**Run 1: met1 routing**

Scale bar: 20 µm.
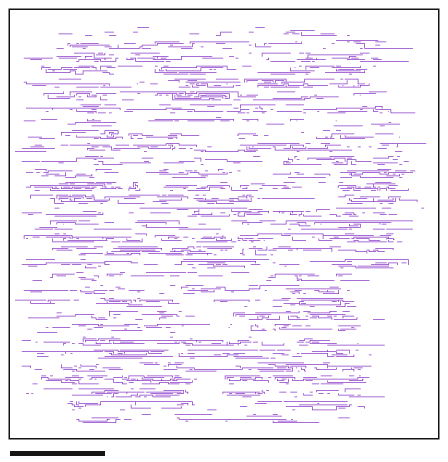
**Run 1: metal 2**

Scale bar: 20 µm.
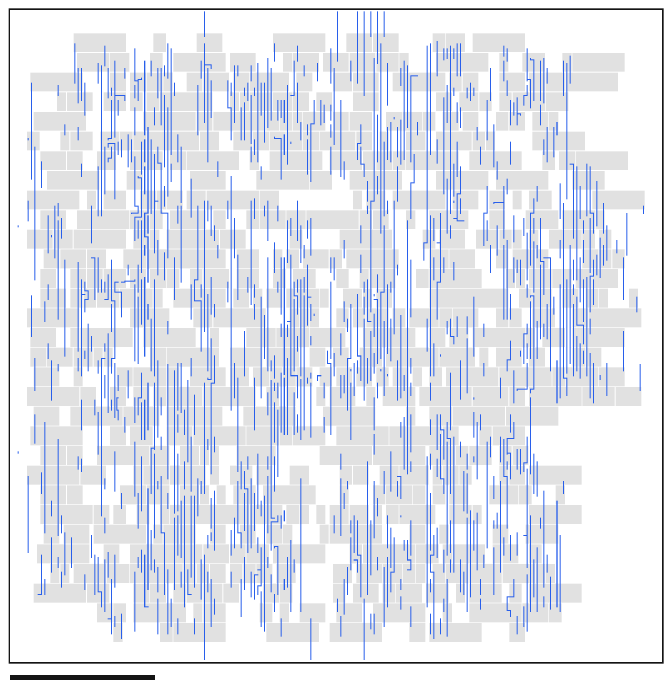
**Run 1: M3 wires**

Scale bar: 20 µm.
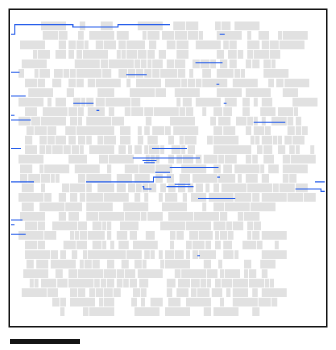
**Run 1: cell area per tile**

9 x 9 tiles, from white (low) to dark blue (high), 0 to 100% covered.
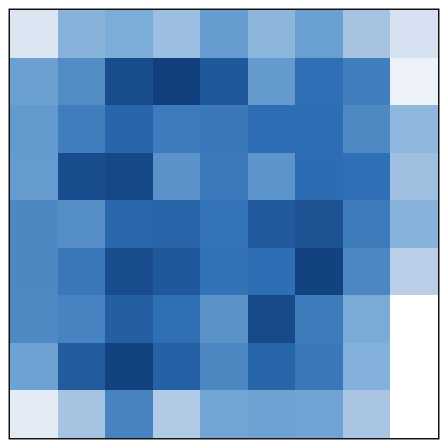
Design rcc_domain_wkup_seq_flat, sky130hd; sources not shown.
==> GITHUB_STEP_SUMMARY, run 1 <==
### Metrics collected by this job

| Metric | Value |
|---|---|
| Clock sink total | 84 |
| Top sig layer | met4 |
| R2R setup slack | 0.26 ns |
| Met1 WL | 4.194 mm |
| Flop pwr share | 49.9% |
| Number of enable flip-flop cells | 0 |
| Logic share of the area | 52.23% |
| Post-synthesis compound-gate area fraction | 14.40% |
| Area leader, netlist | dfxtp_1 |
| Hold Crit Class | flip-flop to flip-flop |
| DRC | 0 |
| Drt initial violations | 213 |
| Grt ovf | 0 |
| Non-clock buffer share | 6.368% |
| Num sequential | 84 |
| Area Overhead vs Synth | 13.28% |
| Static leakage | 1.755 nW |
| Seq. cell area | 1683 µm² |
| Diode count | 0 |
| Non-clock inverters | 12 |
| Crit path cell chain | ha_1 > and3_1 > buf_2 > a2111oi_0 > a2111o_2 > mux2_4 |
| Chip footprint | 8135 µm² |
| Pwr per Cell Area | 555.5 nW/µm² |
| Worst-path fanout max | 6 |
| CP top delay family | AND-OR/OR-AND gates |
| Vias in the first global route | 3523 |
| Top area contributor share | 37.72% |
| Main flop type | dfxtp_1 |
| Hold Path Stages | 1 |
| Final setup TNS | 0 ns |
| Combinational Power Share | 9.4% |
| Yosys cell types | 40 |
| Clock slew at reported path FFs | 0.08 ns |
| Total track usage | 22.62% |
| CP arrival | 2.47 ns |
| Largest net degree at the start of global routing | 34 |
| Setup ws final | 0.2631 ns |
| IO Port Bufs | 21 |
| Outcome | finished clean |
| Flop share of the area | 33.33% |
| Slew Limit Fails | 0 |
| Most numerous logic cell after layout | dfxtp_1 |
| Clock network share of area | 4.732% |
| Slew headroom | 53.52% |
| Post-layout period usage | 89.48% |
| Post-DR vias/cell | 5.839 |
| First-pass GRT wire length | 15.13 mm |
-- 'met1 routing' (at the start) --
share of all routed wire: 48%
longest straight run: 26.7 µm
wire length on this layer: 4190 µm
nets with wire on the layer: 518
main direction: horizontal
routing usage on met1: 27.58%
via count: 3708

-- 'metal 2' (at the start) --
nets with wire on the layer: 452
share of all routed wire: 48%
wire length on this layer: 4150 µm
longest straight run: 35.0 µm
main direction: vertical
met2 usage: 37.53%
routed wire length: 8.685 mm

-- 'M3 wires' (at the start) --
wire length on this layer: 221 µm
main direction: horizontal
longest straight run: 19.1 µm
nets with wire on the layer: 23
GR Util met3: 3.688%

-- 'cell area per tile' (at the start) --
tiles over 75% full: 27%
fullest tile: 94%
mean over tiles: 61%
emptiest ninth of the die: bottom right
nearly empty tiles: 3.7%
Init Core Util: 61.79%
core footprint: 7214 µm²
Final Core Density: 70.00%

==> run 1 -> run 2 <==
--- a/config.mk
+++ b/config.mk
@@ -12,7 +12,8 @@
 export DETAILED_ROUTE_END_ITERATION = 12
 export GPL_TIMING_DRIVEN = 0
 export MAX_ROUTING_LAYER = met4
-export PLACE_DENSITY = 0.8
+export PLACE_DENSITY_LB_ADDON = 0.2
+export SETUP_SLACK_MARGIN = 0.5
 export SKIP_CTS_REPAIR_TIMING = 1
 export SLEW_MARGIN = 25
 export SYNTH_ARGS = -nofsm -noshare
**Run 2: cell area per tile**

9 x 9 tiles, from white (low) to dark blue (high), 0 to 100% covered.
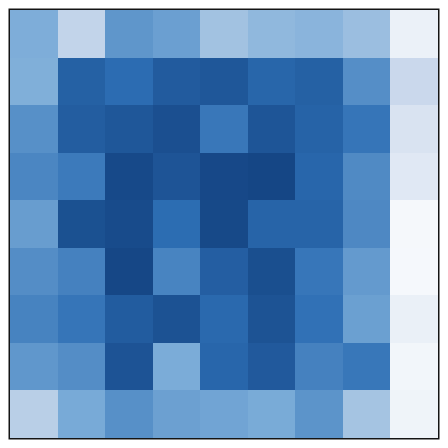
mean over tiles: 62%
fullest tile: 91%
tiles over 75% full: 40%
densest ninth of the die: middle
Final Core Density: 71.85%

**Run 2: metal 2**

Scale bar: 20 µm.
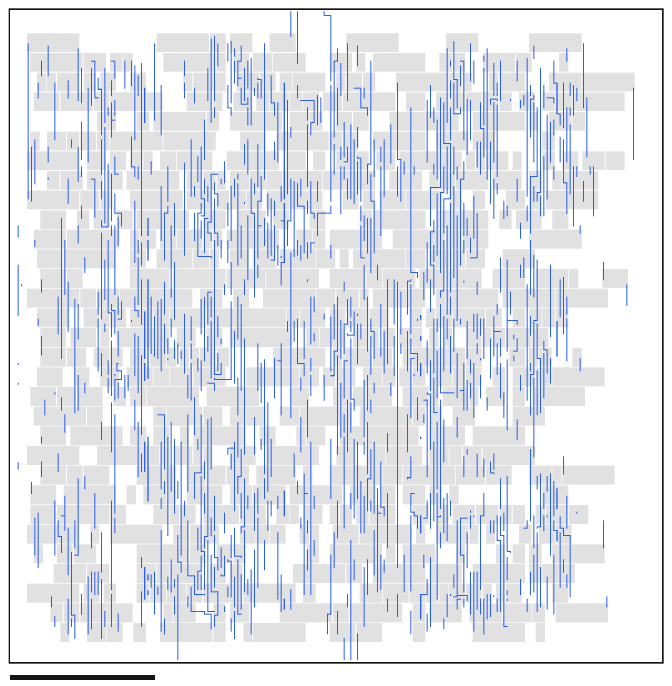
wire length on this layer: 4200 µm
share of all routed wire: 47%
nets with wire on the layer: 465
longest straight run: 39.4 µm
routed wire length: 8.952 mm
via count: 3827
met2 usage: 34.77%

==> GITHUB_STEP_SUMMARY, run 2 <==
### Metrics collected by this job

| Metric | Value |
|---|---|
| Outcome | finished clean |
| IO Port Bufs | 21 (unchanged) |
| Area Overhead vs Synth | 16.28% |
| Non-clock buffer share | 8.858% (+2.5 points) |
| Routing usage on met1 | 29.57% (+2.0 points) |
| Top sig layer | met4 |
| Init Core Util | 61.79% (unchanged) |
| R2R setup slack | 0.46 ns (+0.19 ns) |
| Static leakage | 1.860 nW (+6.0%) |
| Top area contributor share | 37.72% (unchanged) |
| Pwr per Cell Area | 521.3 nW/µm² (-6.1%) |
| Chip footprint | 8135 µm² (unchanged) |
| Yosys cell types | 40 (unchanged) |
| Clock sink total | 84 (unchanged) |
| Most numerous logic cell after layout | dfxtp_1 |
| First-pass GRT wire length | 14.90 mm (-1.5%) |
| Main flop type | dfxtp_1 |
| CP top delay family | AND-OR/OR-AND gates |
| Area leader, netlist | dfxtp_1 |
| Flop share of the area | 32.51% (-0.81 points) |
| Number of enable flip-flop cells | 0 (unchanged) |
| Combinational Power Share | 12.2% (+2.8 points) |
| GR Util met3 | 4.610% (+0.92 points) |
| Num sequential | 84 (unchanged) |
| Grt ovf | 0 (unchanged) |
| Slew Limit Fails | 0 (unchanged) |
| Drt initial violations | 167 (-22%) |
| Clock network share of area | 3.886% (-0.85 points) |
No activity file was given, so power comes from the tool's default toggle rates.
